Run 1, placed cells, one colour a class:
Drawn at 1.5 px/um. Fill, decap, tap and diode cells in grey.
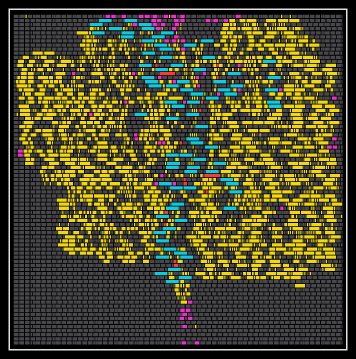
Run 1, wires at chosen ports, followed through buffers:
Drawn at 1.5 px/um.
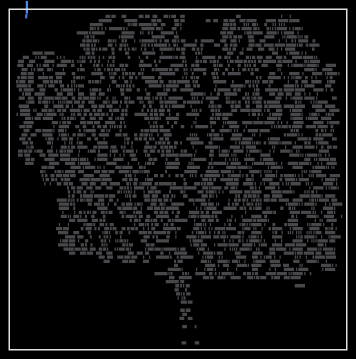
Run 1, clock wiring as the flow saved it:
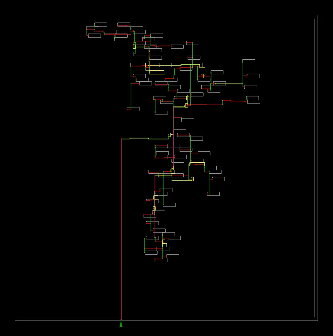
$ cat config.mk
export PLATFORM = sky130hd
export DESIGN_NAME = lamp_fpu_log_iter_flat
export DESIGN_NICKNAME = d
export VERILOG_FILES = /design/src/rtl/lampFPU_pkg.sv /design/src/rtl/lamp_fpu_log_iter_if.sv /design/src/rtl/lamp_fpu_log_lzc.sv /design/src/rtl/lamp_fpu_log_iter.sv /design/src/flat_wrapper.sv
export SDC_FILE = /design/constraint.sdc
export NUM_CORES = 1
export LEC_CHECK = 0
export CORE_AREA = 2 2 222 224
export CTS_BUF_LIST = sky130_fd_sc_hd__clkbuf_2
export DETAILED_ROUTE_END_ITERATION = 6
export DIE_AREA = 0 0 224 226
export SLEW_MARGIN = 0
export SYNTH_ARGS = -nofsm -noshare
export SYNTH_HDL_FRONTEND = slang
export SYNTH_SLANG_ARGS = --single-unit
$ cat constraint.sdc
create_clock -name clk -period 10.4 [get_ports clk]
set_clock_uncertainty 0.05 [all_clocks]
set_input_delay 2.08 -clock clk [delete_from_list [all_inputs] [get_ports clk]]
set_output_delay 2.08 -clock clk [all_outputs]
set_load 0.03 [all_outputs]
$ cat src/rtl/lampFPU_pkg.sv
// Shared types and constants for the iterative logarithm unit.
// Width-dependent encodings are stored left-aligned in 64 bits and sliced by the user.
package lampFPU_pkg;

  localparam int LAMP_FLOAT_E_DW = 8;
  localparam int LAMP_FLOAT_F_DW = 7;

  // ln(2) as an unsigned Q0.64 fraction; slicing the top bits gives a truncated constant
  localparam logic [63:0] LAMP_LN2_Q64    = 64'hB17217F7D1CF79AB;
  localparam logic [63:0] LAMP_INF_E_Q64  = 64'hFFFF_FFFF_FFFF_FFFF;
  localparam logic [63:0] LAMP_QNAN_F_Q64 = 64'h8000_0000_0000_0000;

  typedef enum logic [2:0] {
    ST_IDLE,
    ST_ITER,
    ST_SCALE,
    ST_NORM,
    ST_DONE
  } log_state_e;

  typedef enum logic [1:0] {
    SP_NONE,
    SP_NEG_INF,
    SP_POS_INF,
    SP_QNAN
  } log_special_e;

  function automatic int exp_bias(int e_dw);
    return (1 << (e_dw - 1)) - 1;
  endfunction

endpackage

$ cat src/rtl/lamp_fpu_log_iter_if.sv
// Request/operand/result bundle of the logarithm unit.
interface lamp_fpu_log_iter_if
  import lampFPU_pkg::*;
#(
  parameter int E_DW = LAMP_FLOAT_E_DW,
  parameter int F_DW = LAMP_FLOAT_F_DW
);
  logic            doLog_i;
  logic            mode_i;
  logic            s_op_i;
  logic [E_DW-1:0] e_op_i;
  logic [F_DW-1:0] f_op_i;
  logic            isZ_op_i;
  logic            isInf_op_i;
  logic            isSNAN_op_i;
  logic            isQNAN_op_i;
  logic            isDN_op_i;
  logic            s_res_o;
  logic [E_DW-1:0] e_res_o;
  logic [F_DW-1:0] f_res_o;
  logic            valid_o;
  logic            busy_o;
  logic            isToRound_o;
  logic            isOverflow_o;
  logic            isUnderflow_o;

  modport master (
    output doLog_i, mode_i, s_op_i, e_op_i, f_op_i,
           isZ_op_i, isInf_op_i, isSNAN_op_i, isQNAN_op_i, isDN_op_i,
    input  s_res_o, e_res_o, f_res_o, valid_o, busy_o,
           isToRound_o, isOverflow_o, isUnderflow_o
  );

  modport slave (
    input  doLog_i, mode_i, s_op_i, e_op_i, f_op_i,
           isZ_op_i, isInf_op_i, isSNAN_op_i, isQNAN_op_i, isDN_op_i,
    output s_res_o, e_res_o, f_res_o, valid_o, busy_o,
           isToRound_o, isOverflow_o, isUnderflow_o
  );
endinterface

$ cat src/rtl/lamp_fpu_log_lzc.sv
// Leading-one detector over the fixed-point magnitude used for normalisation.
module lamp_fpu_log_lzc #(
  parameter int W  = 19,
  parameter int PW = $clog2(W)
) (
  input  logic [W-1:0]  mag,
  output logic [PW-1:0] pos,
  output logic          zero
);
  always_comb begin
    pos  = '0;
    zero = (mag == '0);
    for (int unsigned i = 0; i < W; i++) begin
      if (mag[i]) pos = PW'(i);
    end
  end
endmodule

$ cat src/rtl/lamp_fpu_log_iter.sv
// Iterative log2/ln: integer part from the exponent, fraction bits by repeated
// squaring of the mantissa, optional ln2 scaling, then float normalisation.
module lamp_fpu_log_iter
  import lampFPU_pkg::*;
#(
  parameter int E_DW = LAMP_FLOAT_E_DW,
  parameter int F_DW = LAMP_FLOAT_F_DW,
  parameter int ITER = 10
) (
  input logic               clk,
  input logic               rst,
  lamp_fpu_log_iter_if.slave io
);
  localparam int FB   = F_DW + ITER;
  localparam int W    = E_DW + 1 + ITER;
  localparam int PW   = $clog2(W);
  localparam int CW   = $clog2(ITER);
  localparam int BIAS = exp_bias(E_DW);
  localparam logic [FB-1:0]   LN2_C  = LAMP_LN2_Q64[63 -: FB];
  localparam logic [E_DW-1:0] INF_E  = LAMP_INF_E_Q64[63 -: E_DW];
  localparam logic [F_DW-1:0] QNAN_F = LAMP_QNAN_F_Q64[63 -: F_DW];

  log_state_e          state;
  logic                mode;
  logic [CW-1:0]       cnt;
  logic [FB:0]         y;
  logic signed [E_DW:0] ipart;
  logic [ITER-2:0]     fbits;
  logic signed [W-1:0] fx;

  log_special_e        sp;
  logic [FB+1:0]       sq_t;
  logic                sq_bit;
  logic [FB:0]         y_next;
  logic [W-1:0]        mag;
  logic [W-1:0]        scaled_mag;
  logic signed [W-1:0] fx_scaled;
  logic [PW-1:0]       lead_pos;
  logic                lead_zero;
  logic [W-2:0]        nrm;
  logic [E_DW-1:0]     e_n;
  logic [F_DW-1:0]     f_n;
  logic                rnd_n;

  always_comb begin
    sp = SP_NONE;
    if (io.isSNAN_op_i || io.isQNAN_op_i) sp = SP_QNAN;
    else if (io.isZ_op_i || io.isDN_op_i) sp = SP_NEG_INF;
    else if (io.s_op_i)                   sp = SP_QNAN;
    else if (io.isInf_op_i)               sp = SP_POS_INF;
  end

  // y in [1,2) squared lands in [1,4); the integer bit of the truncated square is the next result bit
  always_comb begin
    sq_t   = (FB+2)'(((2*FB+2)'(y) * (2*FB+2)'(y)) >> FB);
    sq_bit = sq_t[FB+1];
    y_next = sq_bit ? sq_t[FB+1:1] : sq_t[FB:0];
  end

  // Scaling works on the magnitude so positive and negative results truncate symmetrically
  always_comb begin
    mag        = fx[W-1] ? W'(-fx) : W'(fx);
    scaled_mag = W'(((W+FB)'(mag) * (W+FB)'(LN2_C)) >> FB);
    fx_scaled  = fx[W-1] ? -scaled_mag : scaled_mag;
  end

  lamp_fpu_log_lzc #(
    .W  (W),
    .PW (PW)
  ) u_lzc (
    .mag  (mag),
    .pos  (lead_pos),
    .zero (lead_zero)
  );

  // Shift the leading one out of the top so the remaining bits are fraction then sticky
  always_comb begin
    nrm   = (W-1)'(mag << (PW'(W-1) - lead_pos));
    f_n   = nrm[W-2 -: F_DW];
    rnd_n = |nrm[W-2-F_DW:0];
    e_n   = E_DW'(BIAS + int'(lead_pos) - ITER);
  end

  assign io.isOverflow_o  = 1'b0;
  assign io.isUnderflow_o = 1'b0;

  always_ff @(posedge clk or posedge rst) begin
    if (rst) begin
      state          <= ST_IDLE;
      mode           <= 1'b0;
      cnt            <= '0;
      y              <= '0;
      ipart          <= '0;
      fbits          <= '0;
      fx             <= '0;
      io.s_res_o     <= 1'b0;
      io.e_res_o     <= '0;
      io.f_res_o     <= '0;
      io.valid_o     <= 1'b0;
      io.busy_o      <= 1'b0;
      io.isToRound_o <= 1'b0;
    end else begin
      io.valid_o <= 1'b0;
      unique case (state)
        ST_IDLE: begin
          if (io.doLog_i && !io.busy_o) begin
            io.busy_o <= 1'b1;
            mode      <= io.mode_i;
            if (sp != SP_NONE) begin
              state          <= ST_DONE;
              io.valid_o     <= 1'b1;
              io.isToRound_o <= 1'b0;
              io.s_res_o     <= (sp == SP_NEG_INF);
              io.e_res_o     <= INF_E;
              io.f_res_o     <= (sp == SP_QNAN) ? QNAN_F : '0;
            end else begin
              state <= ST_ITER;
              y     <= {1'b1, io.f_op_i, {ITER{1'b0}}};
              ipart <= (E_DW+1)'({1'b0, io.e_op_i}) - (E_DW+1)'(BIAS);
            end
          end
        end
        ST_ITER: begin
          y     <= y_next;
          fbits <= {fbits[ITER-3:0], sq_bit};
          if (cnt == CW'(ITER-1)) begin
            cnt   <= '0;
            fx    <= {ipart, fbits, sq_bit};
            state <= mode ? ST_SCALE : ST_NORM;
          end else begin
            cnt <= cnt + 1'b1;
          end
        end
        ST_SCALE: begin
          fx    <= fx_scaled;
          state <= ST_NORM;
        end
        ST_NORM: begin
          state      <= ST_DONE;
          io.valid_o <= 1'b1;
          if (lead_zero) begin
            io.s_res_o     <= 1'b0;
            io.e_res_o     <= '0;
            io.f_res_o     <= '0;
            io.isToRound_o <= 1'b0;
          end else begin
            io.s_res_o     <= fx[W-1];
            io.e_res_o     <= e_n;
            io.f_res_o     <= f_n;
            io.isToRound_o <= rnd_n;
          end
        end
        ST_DONE: begin
          state     <= ST_IDLE;
          io.busy_o <= 1'b0;
        end
        default: state <= ST_IDLE;
      endcase
    end
  end
endmodule

$ cat src/flat_wrapper.sv
// flat-port wrapper written by rule: the top's interface ports become plain ports
module lamp_fpu_log_iter_flat import lampFPU_pkg::*;
#(
  parameter int E_DW = LAMP_FLOAT_E_DW,
  parameter int F_DW = LAMP_FLOAT_F_DW,
  parameter int ITER = 10
)
  (clk, rst, io_doLog_i, io_mode_i, io_s_op_i, io_e_op_i, io_f_op_i, io_isZ_op_i, io_isInf_op_i, io_isSNAN_op_i, io_isQNAN_op_i, io_isDN_op_i, io_s_res_o, io_e_res_o, io_f_res_o, io_valid_o, io_busy_o, io_isToRound_o, io_isOverflow_o, io_isUnderflow_o);
  lamp_fpu_log_iter_if #(.E_DW(E_DW), .F_DW(F_DW)) io_i ();
  input logic clk;
  input logic rst;
  input wire logic [$bits(io_i.doLog_i)-1:0] io_doLog_i;
  input wire logic [$bits(io_i.mode_i)-1:0] io_mode_i;
  input wire logic [$bits(io_i.s_op_i)-1:0] io_s_op_i;
  input wire logic [$bits(io_i.e_op_i)-1:0] io_e_op_i;
  input wire logic [$bits(io_i.f_op_i)-1:0] io_f_op_i;
  input wire logic [$bits(io_i.isZ_op_i)-1:0] io_isZ_op_i;
  input wire logic [$bits(io_i.isInf_op_i)-1:0] io_isInf_op_i;
  input wire logic [$bits(io_i.isSNAN_op_i)-1:0] io_isSNAN_op_i;
  input wire logic [$bits(io_i.isQNAN_op_i)-1:0] io_isQNAN_op_i;
  input wire logic [$bits(io_i.isDN_op_i)-1:0] io_isDN_op_i;
  output wire logic [$bits(io_i.s_res_o)-1:0] io_s_res_o;
  output wire logic [$bits(io_i.e_res_o)-1:0] io_e_res_o;
  output wire logic [$bits(io_i.f_res_o)-1:0] io_f_res_o;
  output wire logic [$bits(io_i.valid_o)-1:0] io_valid_o;
  output wire logic [$bits(io_i.busy_o)-1:0] io_busy_o;
  output wire logic [$bits(io_i.isToRound_o)-1:0] io_isToRound_o;
  output wire logic [$bits(io_i.isOverflow_o)-1:0] io_isOverflow_o;
  output wire logic [$bits(io_i.isUnderflow_o)-1:0] io_isUnderflow_o;
  assign io_i.doLog_i = io_doLog_i;
  assign io_i.mode_i = io_mode_i;
  assign io_i.s_op_i = io_s_op_i;
  assign io_i.e_op_i = io_e_op_i;
  assign io_i.f_op_i = io_f_op_i;
  assign io_i.isZ_op_i = io_isZ_op_i;
  assign io_i.isInf_op_i = io_isInf_op_i;
  assign io_i.isSNAN_op_i = io_isSNAN_op_i;
  assign io_i.isQNAN_op_i = io_isQNAN_op_i;
  assign io_i.isDN_op_i = io_isDN_op_i;
  assign io_s_res_o = io_i.s_res_o;
  assign io_e_res_o = io_i.e_res_o;
  assign io_f_res_o = io_i.f_res_o;
  assign io_valid_o = io_i.valid_o;
  assign io_busy_o = io_i.busy_o;
  assign io_isToRound_o = io_i.isToRound_o;
  assign io_isOverflow_o = io_i.isOverflow_o;
  assign io_isUnderflow_o = io_i.isUnderflow_o;
  lamp_fpu_log_iter #(.E_DW(E_DW), .F_DW(F_DW), .ITER(ITER)) u_core (.clk(clk), .rst(rst), .io(io_i));
endmodule
==> notes.md, run 1 <==
The run has ended; figures from its reports follow.

Post-synthesis, Yosys gives the total cell area as 19150 um^2. The category of the critical setup timing path is reg2reg. The overall overflow remaining after global route is 0. Before placement the cells fill between 30% and 40% of the core. The post-synth tally of flip-flops with integrated enable is 0.

The average via count per standard cell is ~5.2. The half-perimeter wire length after placement is approximately 39 mm. The warning count from the yosys run came out at 0. The vias after detailed routing came out at around 14000. Ranking logic cells in the layout by count gives the top entries sky130_fd_sc_hd__inv_1, sky130_fd_sc_hd__fa_1, sky130_fd_sc_hd__ha_1, sky130_fd_sc_hd__nand2_1, sky130_fd_sc_hd__a21oi_1.

The detailed placer reported the number of placed instances as approximately 2700. The uppermost layer routed is met4. The number of cells traversed by the worst hold path came out at 2. For this block, wires on met1 add up to about 21 mm.

The synthesis run identifies the leading combinational cell family as adder cells. In this run the maximum-capacitance check reported violations numbering 0. The proportion of register bits with asynchronous set or reset after synthesis came out at 100.0%. The non-clock inverter count in the final layout came out at roughly 440.

The vertical extent of the die came out at approximately 230 um. The repair_antennas step left the layout with diodes totalling 1. The netlist area before placement came out at 19150 um^2. The fraction of area in registers came out at between 10 and 15%. The cell-mix breakdown from Yosys lists the simple-gate area share as 12.06%.

The largest net degree at the start of global routing is slightly below 70. The per-instance average area after synthesis is between 8 and 9 um^2. The number of sequential cells in the layout is about 82. The combined global-route utilization of all metal layers is 19.35%. Looking at the clock tree report, the maximum root-to-sink buffer count equals 2. The register share after synthesis is 10.71%. The script reports the combined buffer and inverter count of the critical path as 6. The number of cells traversed by the worst register-to-register path is 30. The number of buffers added to fix hold violations after cts is 0. Post-CTS repair changed the size of 0 cells. The transition time at the pin with the least slew margin came out at about 1000 ps.

The detailed router reports a met3 wire length of 1.557 mm. The DRC violation count after routing is 0. The global-route met3 utilization is 1.145%. The pre-CTS setup check shows a worst slack of 1517 ps.

The flow ran to the end, and the final reports show no timing, DRC or antenna violations.
## Picture notes: 'placed cells, one colour a class'
Magenta stands for other buffers and delay cells, cells 65. Yellow stands for combinational and other logic, cells 1972. Cyan stands for flops, cells 82. Red stands for clock drivers and dummy loads, cells 16.
Final Instance Area: 20280 um^2
Util after Layout: 41.96%

## Picture notes: 'wires at chosen ports, followed through buffers'
Blue stands for io_isUnderflow_o, direction output, end cells 1, buffers 0, wire 3.20 um.
number of input and output port buffers inserted: 43
I/O pin count: 46

## Picture notes: 'clock wiring as the flow saved it'
clk_lat worst skew: 630 ps
count of clock tree sinks: 82
total clock buffers created by CTS: 9

[run 1: registers in the layout, indices dropped and copies added, names as in the netlist]
signal,cells
u_core.cnt,4
u_core.fbits,9
u_core.fx,19
u_core.io.busy_o,1
u_core.io.e_res_o,8
u_core.io.f_res_o,7
u_core.io.isToRound_o,1
u_core.io.s_res_o,1
u_core.io.valid_o,1
u_core.ipart,9
u_core.mode,1
u_core.state,3
u_core.y,18
[run 1: worst max path at each step]
stage | startpoint | end | depth (start not counted)
6_report | u_core.fx[0] | u_core.fx[17] | 30
5_1_grt | u_core.fx[4] | u_core.fx[17] | 25
4_1_cts | u_core.fx[7] | u_core.fx[17] | 25
3_5_place_dp | u_core.fx[7] | u_core.fx[17] | 25
3_3_place_gp | u_core.fx[7] | u_core.fx[17] | 25
2_1_floorplan | u_core.fx[0] | u_core.fx[17] | 29
--- run 2 (diff from run 1) ---
Settings changed: CAP_MARGIN set to 10, HOLD_SLACK_MARGIN set to 0.06.
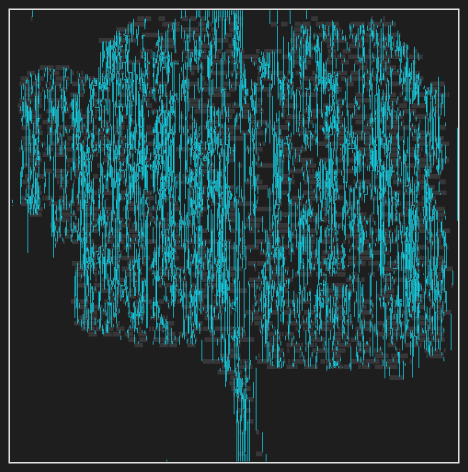
Run 2: the metal 2 layer
Drawn at 2 px/um.
The layer holds 50% of the routed length. The wires run mostly vertical.

==> notes.md, run 2 <==
The run has ended; figures from its reports follow.

The number of cells traversed by the worst hold path is 2 (unchanged). The run finished with clean final reports. The floorplan core density is 39.62% (unchanged).

The post-place setup slack came out at 1517 ps (unchanged). The number of buffers on the longest clock path came out at 2 (unchanged). The post-synth tally of flip-flops with integrated enable is 0 (unchanged).

The area fraction in and, or, nand and nor cells is 12.06% (unchanged). The global-route met3 utilization is 1.145% (unchanged). The register share after synthesis came out at 10.71% (unchanged). The wire length on met1 is 20.80 mm (unchanged). The number of cells traversed by the worst register-to-register path is 30 (unchanged).

The vertical extent of the die is 226 um (unchanged). The average via count per standard cell is 5.226 (unchanged). The per-instance average area after synthesis came to 8.983 um^2 (unchanged). The number of buffers added by the clock tree synthesis step came to 9 (unchanged). The chip area in the Yosys report is 19150 um^2 (unchanged). The uppermost layer routed is met4.

The post-cts resize count was 0 (unchanged). The largest net degree at the start of global routing is 68 (unchanged). The source-to-sink clock delay at the later pin of the worst-skew pair is 630 ps (about the same). The number of buffers inserted by port buffering is 43 (unchanged). The warning count from the yosys run is 0 (unchanged).

The number of buffers added to fix hold violations after cts came out at 0 (unchanged). The TritonCTS sink count is 82 (unchanged). The largest non-sequential cell family by area is adder cells. The overall overflow remaining after global route is 0 (unchanged). The category of the critical setup timing path is reg2reg.

In the final layout, the registers with the most flip-flops are u_core.fx: 19 flops, u_core.y: 18 flops. The half-perimeter wire length after placement was 38.64 mm (unchanged). The total met3 wirelength after detailed routing came out at 1.557 mm (unchanged). More flip-flops sit in one register than any other, and that register is u_core.fx. The cell area after layout is 20280 um^2 (unchanged).
run 2: how the worst max path moves through the flow:
stage                          endpoint  slack [ps]  depth (start not counted)
after floorplan           u_core.fx[17]        2040                         29
after global placement    u_core.fx[17]        1720                         25
after detailed placement  u_core.fx[17]        1520                         25
after CTS                 u_core.fx[17]        1450                         25
after global routing      u_core.fx[17]         900                         25
final                     u_core.fx[17]        1480                         30
run 2: final cells by class:
type                            count  share of cell area, %
Timing Repair Buffer               65                  2.936
Clock buffer                       10                 0.2467
Tap cell                          622                  3.837
Inverter                          439                  8.142
Antenna cell                        1                0.01234
Multi-Input combinational cell   1533                  74.27
Sequential cell                    82                  10.12
Clock inverter                      6                 0.4379
--- run 3 (diff from run 2) ---
Settings changed: CTS_BUF_LIST sky130_fd_sc_hd__clkbuf_2 to not set, PLACE_DENSITY set to 0.58, SETUP_SLACK_MARGIN set to 0.2.
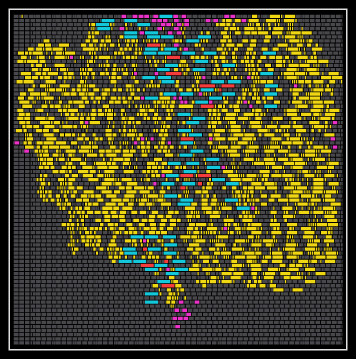
Run 3: placed cells, one colour a class
Drawn at 1.5 px/um. Fill, decap, tap and diode cells in grey.
Magenta stands for other buffers and delay cells, cells 71. Yellow stands for combinational and other logic, cells 1972. Cyan stands for flops, cells 82. Red stands for clock drivers and dummy loads, cells 16.

==> notes.md, run 3 <==
The run has ended; figures from its reports follow.

The count of plain and timing-repair buffers came to 71 (+9.2%). The largest net degree at the start of global routing is 73 (+7.4%). The multi-input gate count was 1533 (unchanged). The critical path ends at u_core.fx[17]. The number of buffers inserted by port buffering came out at 43 (unchanged).

The source-to-sink clock delay at the later pin of the worst-skew pair is 350 ps (-280 ps). The post-cts resize count is 0 (unchanged). The number of well taps is 622 (unchanged). The floorplan core density is 39.62% (unchanged). The warning count from the yosys run is 0 (unchanged). The area fraction in and, or, nand and nor cells was 12.06% (unchanged).

The flow ran to the end, and the final reports show no timing, DRC or antenna violations. After synthesis, the largest family of logic cells by area is adder cells. For reference, the most critical setup path is categorized as reg2reg. The number of buffers added to fix hold violations after cts came out at 0 (unchanged). Among all cell classes, the greatest summed area belongs to multi-input combinational cells. The number of buffers added by the clock tree synthesis step was 9 (unchanged). The cell area after layout is 20520 um^2 (+1.1%). The fraction of area in registers came out at 10.00% (-0.11 points).

The per-instance average area after synthesis was 8.983 um^2 (unchanged). The half-perimeter wire length after placement is 38.52 mm (-0.32%). The vertical extent of the die is 226 um (unchanged).

The most flop-heavy register is u_core.fx. The global-route met3 utilization is 0.8457% (-0.30 points). The number of cells traversed by the worst register-to-register path is 25 (-17%).

The post-place setup slack came out at 1473 ps (-44.51 ps). The number of buffers on the longest clock path came out at 2 (unchanged). The number of clock-tree buffers in the layout came to 9 (-1). The detailed router used layers up to and including met4. The average via count per standard cell came out at 5.174 (-0.99%).
## run 3: netlist changes by cell type in the layout (fill, tap and decap cells not counted)
cell                         delta
sky130_fd_sc_hd__clkinv_2       +1
sky130_fd_sc_hd__inv_6          -2
sky130_fd_sc_hd__clkbuf_2      -10
sky130_fd_sc_hd__buf_4          +6
sky130_fd_sc_hd__diode_2        -1
sky130_fd_sc_hd__clkinv_4       +3
sky130_fd_sc_hd__clkbuf_16      +9
sky130_fd_sc_hd__inv_8          +1
sky130_fd_sc_hd__clkinvlp_4     -1
sky130_fd_sc_hd__clkinv_1       -1
## run 3: critical path: cells and delay by family, from the launching register on
kind	cells	cell delay (ps)
flops	1	480
buf+inv	2	510
compound gates	8	2150
xor+xnor	3	1000
simple gates	5	1680
fa+ha+maj	7	3050
